## config.mk

```make
export PLATFORM = sky130hd
export DESIGN_NAME = wb_merge_queue
export DESIGN_NICKNAME = d
export VERILOG_FILES = /design/src/rtl/wb_merge_queue.sv
export SDC_FILE = /design/constraint.sdc
export NUM_CORES = 1
export LEC_CHECK = 0
export CAP_MARGIN = 30
export CORE_AREA = 2 2 82 124
export DETAILED_ROUTE_END_ITERATION = 10
export DIE_AREA = 0 0 84 126
export GPL_ROUTABILITY_DRIVEN = 0
export PLACE_DENSITY = 0.84
export SYNTH_ARGS = -nofsm -noshare
export SYNTH_HDL_FRONTEND = slang
export SYNTH_SLANG_ARGS = --single-unit
```

## constraint.sdc

```tcl
create_clock -name clk -period 2.3 [get_ports clk]
set_input_delay 0.46 -clock clk [delete_from_list [all_inputs] [get_ports clk]]
set_output_delay 0.46 -clock clk [all_outputs]
set_load 0.01 [all_outputs]
```

## src/rtl/wb_merge_queue.sv

```systemverilog
// Multi-channel writeback merge queue: round-robin accept over four-phase links, in-order drain to RF.
// Optional youngest-entry forwarding lookup is enabled by defining WB_FWD_EN.
module wb_merge_queue #(
    parameter int unsigned DATA_W = 16,
    parameter int unsigned ADDR_W = 4,
    parameter int unsigned NUM_CH = 2,
    parameter int unsigned DEPTH  = 4
) (
    input  logic                         clk,
    input  logic                         rst,
    input  logic [NUM_CH-1:0]            in_req,
    output logic [NUM_CH-1:0]            in_ack,
    input  logic [NUM_CH*ADDR_W-1:0]     in_rd,
    input  logic [NUM_CH*DATA_W-1:0]     in_data,
    input  logic [NUM_CH-1:0]            in_wen,
    output logic                         rf_req,
    input  logic                         rf_ack,
    output logic                         rf_we,
    output logic [ADDR_W-1:0]            rf_addr,
    output logic [DATA_W-1:0]            rf_data,
    output logic [$clog2(DEPTH+1)-1:0]   count,
    output logic                         full,
    output logic                         empty
`ifdef WB_FWD_EN
   ,input  logic [ADDR_W-1:0]            fwd_addr,
    output logic                         fwd_hit,
    output logic [DATA_W-1:0]            fwd_data
`endif
);

    localparam int unsigned PTR_W = $clog2(DEPTH);
    localparam int unsigned CNT_W = $clog2(DEPTH + 1);
    localparam int unsigned RR_W  = (NUM_CH > 1) ? $clog2(NUM_CH) : 1;

    typedef enum logic [1:0] {StIdle, StReq, StWaitLow} state_e;

    state_e              r_state;
    logic [NUM_CH-1:0]   r_ack;
    logic [RR_W-1:0]     r_rr;
    logic [PTR_W-1:0]    r_head;
    logic [PTR_W-1:0]    r_tail;
    logic [CNT_W-1:0]    r_count;
    logic                r_rf_req;
    logic [ADDR_W-1:0]   r_rf_addr;
    logic [DATA_W-1:0]   r_rf_data;
    logic [ADDR_W-1:0]   r_mem_addr [DEPTH];
    logic [DATA_W-1:0]   r_mem_data [DEPTH];

    logic                w_full;
    logic                w_empty;
    logic [NUM_CH-1:0]   w_elig;
    logic                w_gnt_vld;
    logic [RR_W-1:0]     w_gnt_idx;
    logic                w_push;
    logic                w_pop;
    logic [ADDR_W-1:0]   w_push_addr;
    logic [DATA_W-1:0]   w_push_data;
    logic [NUM_CH-1:0]   w_ack_d;

    assign w_full  = (r_count == CNT_W'(DEPTH));
    assign w_empty = (r_count == '0);
    // Discards never need queue space, so only writes are blocked by full.
    assign w_elig  = in_req & ~r_ack & (~in_wen | {NUM_CH{~w_full}});
    assign w_pop   = (r_state == StReq) && rf_ack;

    // Round-robin: scan from r_rr upward, then wrap to the channels below it.
    always_comb begin
        w_gnt_vld   = 1'b0;
        w_gnt_idx   = '0;
        w_push      = 1'b0;
        w_push_addr = '0;
        w_push_data = '0;
        for (int i = 0; i < NUM_CH; i++) begin
            if (!w_gnt_vld && w_elig[i] && (i >= int'(r_rr))) begin
                w_gnt_vld   = 1'b1;
                w_gnt_idx   = RR_W'(i);
                w_push      = in_wen[i];
                w_push_addr = in_rd[i*ADDR_W +: ADDR_W];
                w_push_data = in_data[i*DATA_W +: DATA_W];
            end
        end
        for (int i = 0; i < NUM_CH; i++) begin
            if (!w_gnt_vld && w_elig[i] && (i < int'(r_rr))) begin
                w_gnt_vld   = 1'b1;
                w_gnt_idx   = RR_W'(i);
                w_push      = in_wen[i];
                w_push_addr = in_rd[i*ADDR_W +: ADDR_W];
                w_push_data = in_data[i*DATA_W +: DATA_W];
            end
        end
    end

    always_comb begin
        w_ack_d = r_ack;
        for (int i = 0; i < NUM_CH; i++) begin
            if (w_gnt_vld && (w_gnt_idx == RR_W'(i))) begin
                w_ack_d[i] = 1'b1;
            end else if (!in_req[i]) begin
                w_ack_d[i] = 1'b0;
            end
        end
    end

    always_ff @(posedge clk or negedge rst) begin
        if (!rst) begin
            r_ack   <= '0;
            r_rr    <= '0;
            r_head  <= '0;
            r_tail  <= '0;
            r_count <= '0;
        end else begin
            r_ack <= w_ack_d;
            if (w_gnt_vld) begin
                r_rr <= (w_gnt_idx == RR_W'(NUM_CH - 1)) ? '0 : w_gnt_idx + 1'b1;
            end
            if (w_push) begin
                r_tail <= r_tail + 1'b1;
            end
            if (w_pop) begin
                r_head <= r_head + 1'b1;
            end
            case ({w_push, w_pop})
                2'b10:   r_count <= r_count + 1'b1;
                2'b01:   r_count <= r_count - 1'b1;
                default: r_count <= r_count;
            endcase
        end
    end

    always_ff @(posedge clk) begin
        if (w_push) begin
            r_mem_addr[r_tail] <= w_push_addr;
            r_mem_data[r_tail] <= w_push_data;
        end
    end

    always_ff @(posedge clk or negedge rst) begin
        if (!rst) begin
            r_state   <= StIdle;
            r_rf_req  <= 1'b0;
            r_rf_addr <= '0;
            r_rf_data <= '0;
        end else begin
            case (r_state)
                StIdle: begin
                    if (!w_empty && !rf_ack) begin
                        r_state   <= StReq;
                        r_rf_req  <= 1'b1;
                        r_rf_addr <= r_mem_addr[r_head];
                        r_rf_data <= r_mem_data[r_head];
                    end
                end
                StReq: begin
                    if (rf_ack) begin
                        r_state  <= StWaitLow;
                        r_rf_req <= 1'b0;
                    end
                end
                StWaitLow: begin
                    if (!rf_ack) begin
                        r_state <= StIdle;
                    end
                end
                default: begin
                    r_state  <= StIdle;
                    r_rf_req <= 1'b0;
                end
            endcase
        end
    end

`ifdef WB_FWD_EN
    logic [PTR_W-1:0] w_fwd_idx [DEPTH];

    // Walk oldest to youngest so the last match wins.
    always_comb begin
        fwd_hit  = 1'b0;
        fwd_data = '0;
        for (int k = 0; k < DEPTH; k++) begin
            w_fwd_idx[k] = r_head + PTR_W'(k);
            if ((CNT_W'(k) < r_count) && (r_mem_addr[w_fwd_idx[k]] == fwd_addr)) begin
                fwd_hit  = 1'b1;
                fwd_data = r_mem_data[w_fwd_idx[k]];
            end
        end
    end
`endif

    assign in_ack  = r_ack;
    assign rf_req  = r_rf_req;
    assign rf_we   = r_rf_req;
    assign rf_addr = r_rf_addr;
    assign rf_data = r_rf_data;
    assign count   = r_count;
    assign full    = w_full;
    assign empty   = w_empty;

endmodule

```

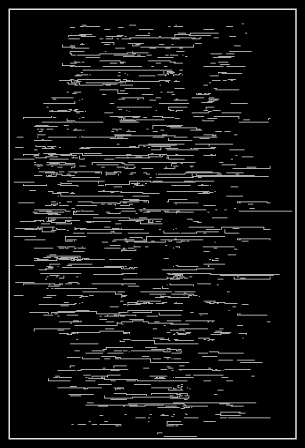
Fig. 1. Met1 routing (run 1).
nets with wire on the layer: 366
main direction: horizontal
longest straight run: 26.2 microns
wire length on this layer: 3,560 microns
share of all routed wire: 36%

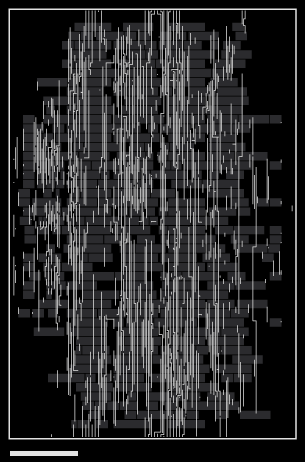
Fig. 2. Metal 2 (run 1).
Scale bar: 20 microns.
nets with wire on the layer: 380
share of all routed wire: 56%

==> impl_metrics.py, run 1 <==
# Generated from Yosys and OpenROAD reports
metrics = {
    "finish": {
        "lay_top_count": "edfxtp_1",
        "inverters": 10,
        "comb_area_share_pct": 20.9,
        "clock_area_share_pct": 10.2,
        "top_register": "r_mem_data",
        "most-common-layout-cells": "edfxtp_1 (80), clkdlybuf4s50_1 (73), dfrtp_1 (33)",
        "fin_area_sq_mm": 0.00641,
        "fillCellCount": 615,
        "num_antenna_cells": 0,
        "largest_reg_flops": 64,
        "n_all_buffers": 104,
        "buf_share_pct": 15.7,
        "sh_seq_area_pct": 50.4,
        "nets": 404,
        "nClkBuffers": 18,
        "numSequentialCells": 113,
        "combGateArea_sq_mm": 0.00134,
        "logic_gates": 105,
        "final_cells": 479,
        "layout-drive-gt1-share_pct": 30.2,
        "final_util_pct": 67.3,
        "dominant_cells": "flip-flops and latches",
        "syn_to_final_growth_pct": 37.9,
    },
    "setup_path": {
        "cp-start-kind": "input pin",
        "startpoint": "in_wen[0]",
        "reg2reg_depth": 10,
        "cp_data_required_time_ns": 2.58,
        "rrSetupSlack_ns": 0.16,
        "crit_path_end": "count[2]",
        "r2r_start": "r_rr",
        "crit_slowest_cell": "clkdlybuf4s50_1",
        "r2r_end": "count[2]",
        "path_delay_family": "buffers and inverters",
        "crit_arrival_ns": 2.44,
        "worstSetupEndpointType": "flop",
        "crit_buf_inv": 3,
        "worstPathCellList": "clkdlybuf4s50_1 > o2111ai_1 > a21oi_1 > inv_1 > ha_1 > inv_1 > fa_1 > xor2_1 > nor2_1 > xor2_1",
        "critPathMaxStageDelay_ns": 0.66,
    },
    "placed_design": {
        "dpl_worst_slack_ns": -0.274,
        "place_area_sq_mm": 0.00573,
        "hpwlAfterDp_microns": 6310,
        "dp.cells": 446,
        "io_buffers": 75,
    },
    "synth": {
        "yosys_area_sq_mm": 0.00465,
        "synth_area_per_cell_sq_um": 19.5,
        "synth_cell_type_count": 35,
        "netlist.area_leader.share_pct": 51.7,
        "netlist_instances": 238,
        "ys_cells": 238,
        "synthXorXnorAreaFrac_pct": 1.32,
        "area_leaders": "edfxtp_1 (52%), dfrtp_1 (18%), mux4_2 (9.7%), mux2_4 (6.5%), a22o_1 (3.8%)",
        "synthAoiAreaFrac_pct": 5.68,
        "ys_warn_count": 0,
        "synthFlopType": "edfxtp_1",
        "mappedNetlistNets": 291,
        "ys_async_sr_fraction_pct": 29.2,
        "simple_gate_share_pct": 2.61,
        "synthAdderAreaFrac_pct": 1.78,
        "synth-edff-count": 80,
        "mux_share_pct": 16.6,
        "ys_seq_share_pct": 69.5,
        "ys_ff": 113,
        "synth.most_common_cell": "edfxtp_1",
        "synth_area_sq_mm": 0.00465,
    },
    "global_route": {
        "grt_max_degree": 34,
        "grt_pass1_wl_microns": 15200,
        "grtUsageMet2_pct": 34.9,
        "top_usage_layer": "met2",
        "grt_antenna_before_repair": 0,
        "grt_pass1_vias": 2906,
        "grt_use_met1_pct": 20.8,
        "grt_usage_pct": 19.6,
        "grtUsageMet3_pct": 5.31,
    },
    "cts": {
        "cts_buffer_depth": 2,
        "ctsHoldBuffers": 0,
        "cts_tree": "yes",
        "clockRootBuffer": "clkbuf_16",
        "cts_made_buffers": 17,
        "cts_max_level": 4,
        "cts.sink_count": 113,
        "ctsResizeCount": 1,
        "post-cts-setup-buffer-count": 0,
        "insertion_delay_ns": 0.40,
        "path_clk_slew_ns": 0.05,
    },
    "pwr": {
        "p_comb_mw": 2.95,
        "seqPwrFrac_pct": 35.4,
        "power_leader": "sequential cells",
        "p_leak_nw": 2.49,
        "ir_drop_mv": 0.842,
        "swShare_pct": 27.3,
        "power_mw": 8.93,
        "cellPowerDensity_mw_per_mm2": 1390,
        "p_int_mw": 6.49,
        "switching_power_mw": 2.44,
        "p_seq_mw": 3.16,
        "power_clock_mw": 2.82,
        "power_frac_clock_pct": 31.6,
        "comb_power_share_pct": 33.0,
    },
    "sta": {
        "final-setup-viol-count": 0,
        "setup_slack_ns": 0.144,
        "timing.hold.ws_ns": 0.167,
        "max_clock_freq_mhz": 464,
        "slew_headroom_pct": 43.6,
        "rsz0062_at_grt": "false",
        "post-route-period-util_pct": 93.7,
        "layout_min_cycle_time_ns": 2.16,
        "worst_pin_slew_ns": 0.847,
        "tns_ns": 0,
        "fin_skew_ns": 0.00700,
        "slew_violations": 0,
        "hold_violations": 0,
    },
    "routing": {
        "drtIter0Drc": 297,
        "firstDrtPassIters": 4,
        "wl_microns": 9950,
        "vias_per_cell": 5.60,
        "drc": 0,
        "ant_nets": 0,
        "met1_length_microns": 3560,
        "route.vias.total": 2683,
        "post_drt_wl_per_cell_microns": 20.8,
        "dr.max_layer_used": "met4",
        "dr_wl_met3_microns": 493,
    },
    "floorplanning": {
        "die_area_sq_mm": 0.0106,
        "fp_util_pct": 48.8,
        "die_y_microns": 126,
        "tap_cells": 115,
        "fp.dieW_microns": 84,
        "rows": 44,
        "core_area_sq_mm": 0.00952,
        "ios": 76,
    },
    "worst_hold_path": {
        "min_path_type": "in2async",
    },
    "run": {
        "warning_count": 29,
        "max_cap_viol_count": 0,
    },
    "status": {
        "status": "complete, no violations",
    },
}
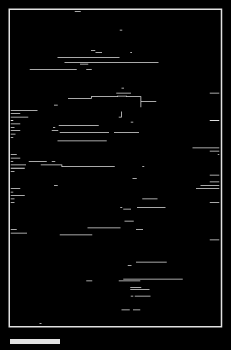
Fig. 3. The metal 3 layer (run 1).
Scale bar: 20 microns.
main direction: horizontal
wire length on this layer: 493 microns
share of all routed wire: 5.0%

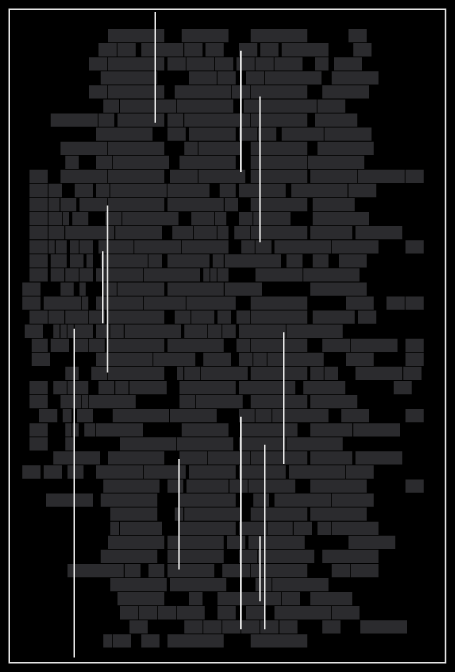
Fig. 4. Met4 routing (run 1).
nets with wire on the layer: 10
wire length on this layer: 316 microns
main direction: vertical
share of all routed wire: 3.2%

Fig. 5: run 1, track usage over the die
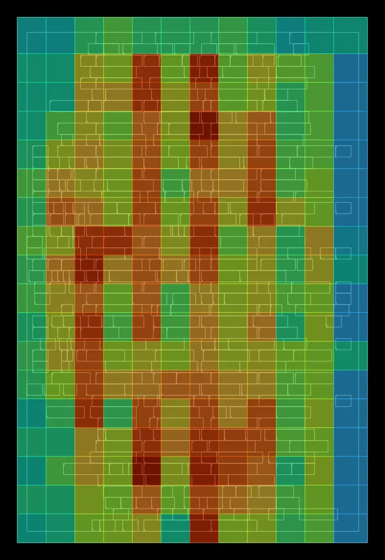

==> inputs of run 2 (changes only) <==
- CORE_AREA: 2 2 82 124 -> 2 2 100 102
- DIE_AREA: 0 0 84 126 -> 0 0 102 104
- MAX_ROUTING_LAYER: unset -> met4
- REMOVE_ABC_BUFFERS: unset -> 1
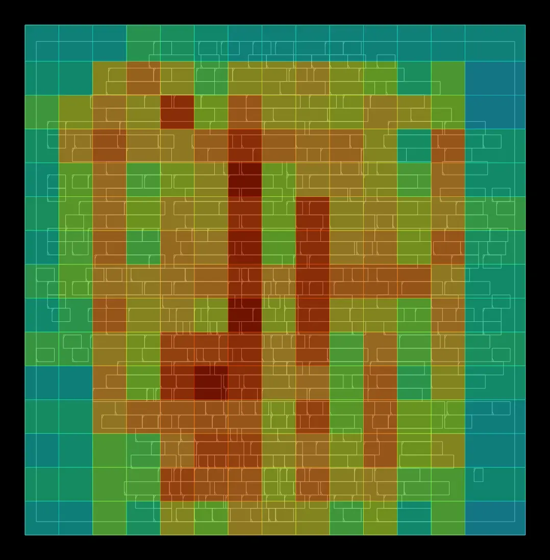
Fig. 6. Track usage over the die (run 2).
met1 usage in global routing: 24.8%
met2 GRT Util: 34.4%
GR peak layer: met2
met3 Use GR: 5.71%
Core Util, Final: 66.9%

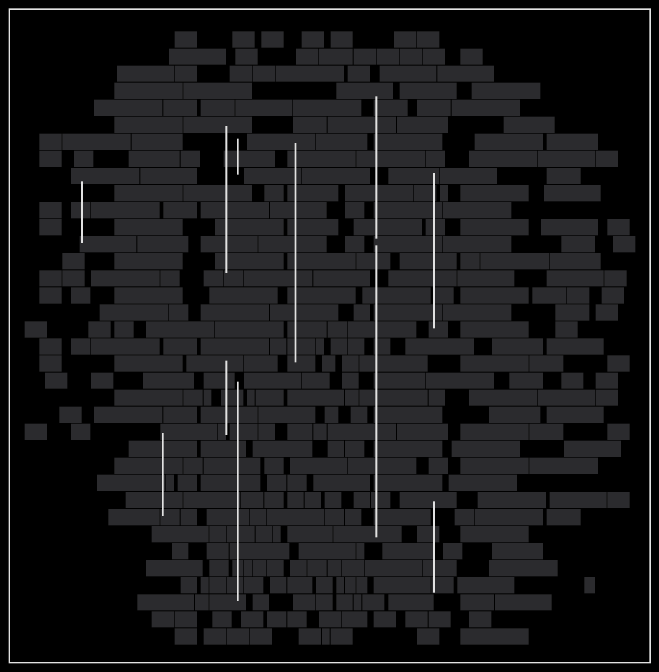
Fig. 7. Met4 routing (run 2).
main direction: vertical
wire length on this layer: 239 microns

==> run 2 against run 1 <==
Die size rose by 0.23%; non-clock buffer count fell by 2; via count rose by 0.56%; wire length rose by 4.7%; synthesized cell count did not move; global-route usage rose by 1.5 points; synthesized area did not move; combinational power rose by 2%; largest cell class unchanged.
==> impl_metrics.py, run 2 <==
# Generated from Yosys and OpenROAD reports
metrics = {
    "status": {
        "status": "complete, no violations",
    },
    "pwr": {
        "power_leader": "sequential cells",
        "swShare_pct": 28.7,
        "p_comb_mw": 3.01,
        "p_seq_mw": 3.13,
        "comb_power_share_pct": 33.5,
        "seqPwrFrac_pct": 34.8,
        "power_clock_mw": 2.85,
        "cellPowerDensity_mw_per_mm2": 1410,
        "p_int_mw": 6.41,
        "power_frac_clock_pct": 31.7,
    },
    "sta": {
        "tns_ns": 0,
        "slew_headroom_pct": 26.7,
        "layout_min_cycle_time_ns": 2.29,
        "timing.hold.ws_ns": 0.0189,
        "final-setup-viol-count": 0,
        "fin_skew_ns": 0.00774,
        "slew_violations": 0,
        "worst_pin_slew_ns": 1.10,
    },
    "routing": {
        "firstDrtPassIters": 4,
        "dr_wl_met3_microns": 473,
        "dr.max_layer_used": "met4",
        "met1_length_microns": 4150,
        "route.vias.total": 2698,
        "drc": 0,
        "post_drt_wl_per_cell_microns": 21.0,
        "ant_nets": 0,
    },
    "worst_hold_path": {
        "min_path_type": "in2async",
    },
    "synth": {
        "area_leaders": "edfxtp_1 (52%), dfrtp_1 (18%), mux4_2 (9.7%), mux2_4 (6.5%), a22o_1 (3.8%)",
        "simple_gate_share_pct": 2.61,
        "netlist_instances": 238,
        "synthAoiAreaFrac_pct": 5.68,
        "ys_cells": 238,
        "synth.most_common_cell": "edfxtp_1",
        "synthXorXnorAreaFrac_pct": 1.32,
        "synth_cell_type_count": 35,
        "netlist.area_leader.share_pct": 51.7,
        "ys_warn_count": 0,
        "synthFlopType": "edfxtp_1",
        "synth-edff-count": 80,
        "synthAdderAreaFrac_pct": 1.78,
        "synth_area_per_cell_sq_um": 19.5,
        "ys_async_sr_fraction_pct": 29.2,
    },
    "setup_path": {
        "reg2reg_depth": 5,
        "path_delay_family": "AND-OR/OR-AND gates",
        "r2r_start": "count[1]",
        "r2r_end": "r_mem_data[0][13]",
        "crit_arrival_ns": 2.66,
        "crit_slowest_cell": "a221oi_2",
        "rrSetupSlack_ns": 0.01,
        "cp_data_required_time_ns": 2.67,
        "crit_buf_inv": 1,
        "worstPathCellList": "nor3b_4 > buf_4 > a21oi_2 > a221oi_2 > a22o_1",
        "critPathMaxStageDelay_ns": 0.89,
        "worstSetupEndpointType": "flop",
    },
    "placed_design": {
        "dp.cells": 460,
        "io_buffers": 75,
        "dpl_worst_slack_ns": -0.212,
    },
    "finish": {
        "nClkBuffers": 17,
        "combGateArea_sq_mm": 0.00134,
        "buf_share_pct": 15.3,
        "dominant_cells": "flip-flops and latches",
        "logic_gates": 105,
        "lay_top_count": "edfxtp_1",
        "clock_area_share_pct": 10.1,
        "nets": 402,
        "n_all_buffers": 102,
        "fillCellCount": 628,
        "most-common-layout-cells": "edfxtp_1 (80), clkdlybuf4s50_1 (72), dfrtp_1 (31)",
        "sh_seq_area_pct": 50.5,
    },
    "floorplanning": {
        "die_area_sq_mm": 0.0106,
        "core_area_sq_mm": 0.00955,
        "ios": 76,
        "die_y_microns": 104,
        "rows": 36,
    },
    "cts": {
        "insertion_delay_ns": 0.53,
        "path_clk_slew_ns": 0.06,
        "ctsHoldBuffers": 0,
        "post-cts-setup-buffer-count": 2,
        "cts_tree": "yes",
        "ctsResizeCount": 5,
    },
    "global_route": {
        "grt_pass1_wl_microns": 15500,
    },
    "run": {
        "warning_count": 29,
    },
}
Fig. 8: run 2, met1 routing
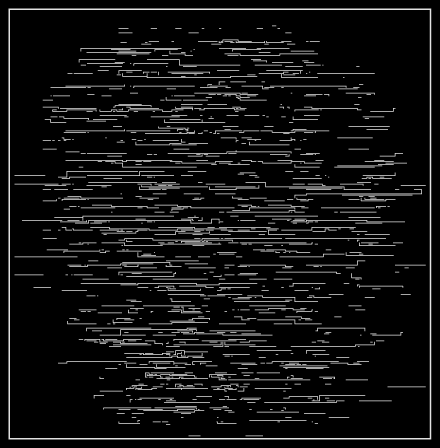

==> inputs of run 3 (changes only) <==
- CORE_AREA: 2 2 100 102 -> 2 2 92 111
- DIE_AREA: 0 0 102 104 -> 0 0 94 113
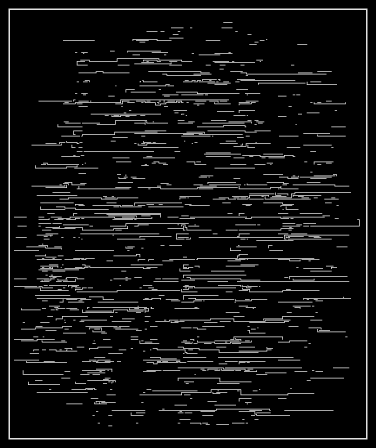
Fig. 9. Met1 routing (run 3).
main direction: horizontal
longest straight run: 29.4 microns
wire length on this layer: 3,680 microns

==> run 3 against run 2 <==
Worst setup slack better by 0.068 ns; maximum frequency grew 3.1%; cell count shrank 2.0%; combinational power is 3% lower; worst hold slack gained 0.13 ns; synthesized area is the same; wire length is 4.3% lower; largest cell class unchanged; largest power group unchanged.
==> impl_metrics.py, run 3 <==
# Generated from Yosys and OpenROAD reports
metrics = {
    "setup_path": {
        "r2r_end": "r_mem_data[3][11]",
        "r2r_start": "in_ack[1]",
        "crit_path_end": "full",
        "startpoint": "count[0]",
        "critPathMaxStageDelay_ns": 0.61,
        "worstPathCellList": "nor3b_4 > clkdlybuf4s50_1",
        "crit_buf_inv": 1,
        "cp-start-kind": "flop",
        "crit_slowest_cell": "clkdlybuf4s50_1",
    },
    "synth": {
        "ys_ff": 113,
        "ys_warn_count": 0,
        "ys_cells": 238,
        "ys_async_sr_fraction_pct": 29.2,
        "mux_share_pct": 16.6,
        "synth_area_sq_mm": 0.00465,
        "synthAdderAreaFrac_pct": 1.78,
        "netlist.area_leader.share_pct": 51.7,
        "yosys_area_sq_mm": 0.00465,
        "area_leaders": "edfxtp_1 (52%), dfrtp_1 (18%), mux4_2 (9.7%), mux2_4 (6.5%), a22o_1 (3.8%)",
        "synthXorXnorAreaFrac_pct": 1.32,
    },
    "sta": {
        "fin_skew_ns": 0.00875,
        "rsz0062_at_grt": "false",
        "tns_ns": 0,
        "worst_pin_slew_ns": 0.807,
        "post-route-period-util_pct": 96.5,
        "hold_violations": 0,
        "timing.hold.ws_ns": 0.150,
        "layout_min_cycle_time_ns": 2.22,
    },
    "global_route": {
        "grt_pass1_vias": 2869,
        "top_usage_layer": "met2",
        "grtUsageMet3_pct": 5.46,
        "grt_antenna_before_repair": 0,
    },
    "pwr": {
        "seqPwrFrac_pct": 35.5,
        "comb_power_share_pct": 32.8,
        "switching_power_mw": 2.44,
        "swShare_pct": 27.5,
        "p_seq_mw": 3.16,
        "cellPowerDensity_mw_per_mm2": 1390,
        "power_clock_mw": 2.82,
        "power_frac_clock_pct": 31.8,
    },
    "placed_design": {
        "io_buffers": 75,
        "dp.cells": 450,
        "hpwlAfterDp_microns": 6170,
    },
    "routing": {
        "firstDrtPassIters": 4,
        "post_drt_wl_per_cell_microns": 20.5,
        "dr.max_layer_used": "met4",
        "drc": 0,
    },
    "floorplanning": {
        "ios": 76,
        "rows": 39,
        "die_y_microns": 113,
    },
    "cts": {
        "insertion_delay_ns": 0.40,
        "ctsResizeCount": 1,
        "cts_buffer_depth": 2,
        "cts_tree": "yes",
    },
    "finish": {
        "comb_area_share_pct": 21.0,
        "top_register": "r_mem_data",
        "combGateArea_sq_mm": 0.00134,
        "lay_top_count": "edfxtp_1",
        "nClkBuffers": 18,
        "num_antenna_cells": 0,
        "final_util_pct": 67.2,
        "nets": 402,
        "inverters": 10,
        "dominant_cells": "flip-flops and latches",
        "sh_seq_area_pct": 50.5,
        "buf_share_pct": 15.5,
        "fin_area_sq_mm": 0.00639,
    },
    "status": {
        "status": "complete, no violations",
    },
    "run": {
        "warning_count": 29,
    },
}
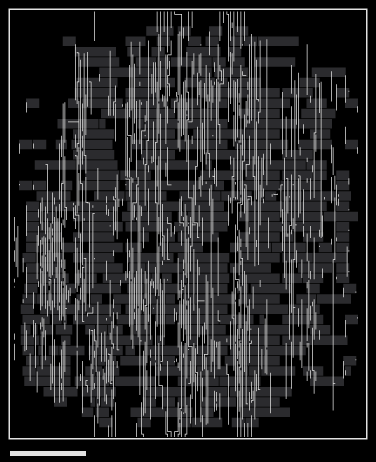
Fig. 10. Metal 2 (run 3).
Scale bar: 20 microns.
main direction: vertical
share of all routed wire: 55%
longest straight run: 50.0 microns
nets with wire on the layer: 376
via count: 2,655
met2 GRT Util: 34.4%
Routed WL: 9970 microns

Power and IR drop assume default switching activity.
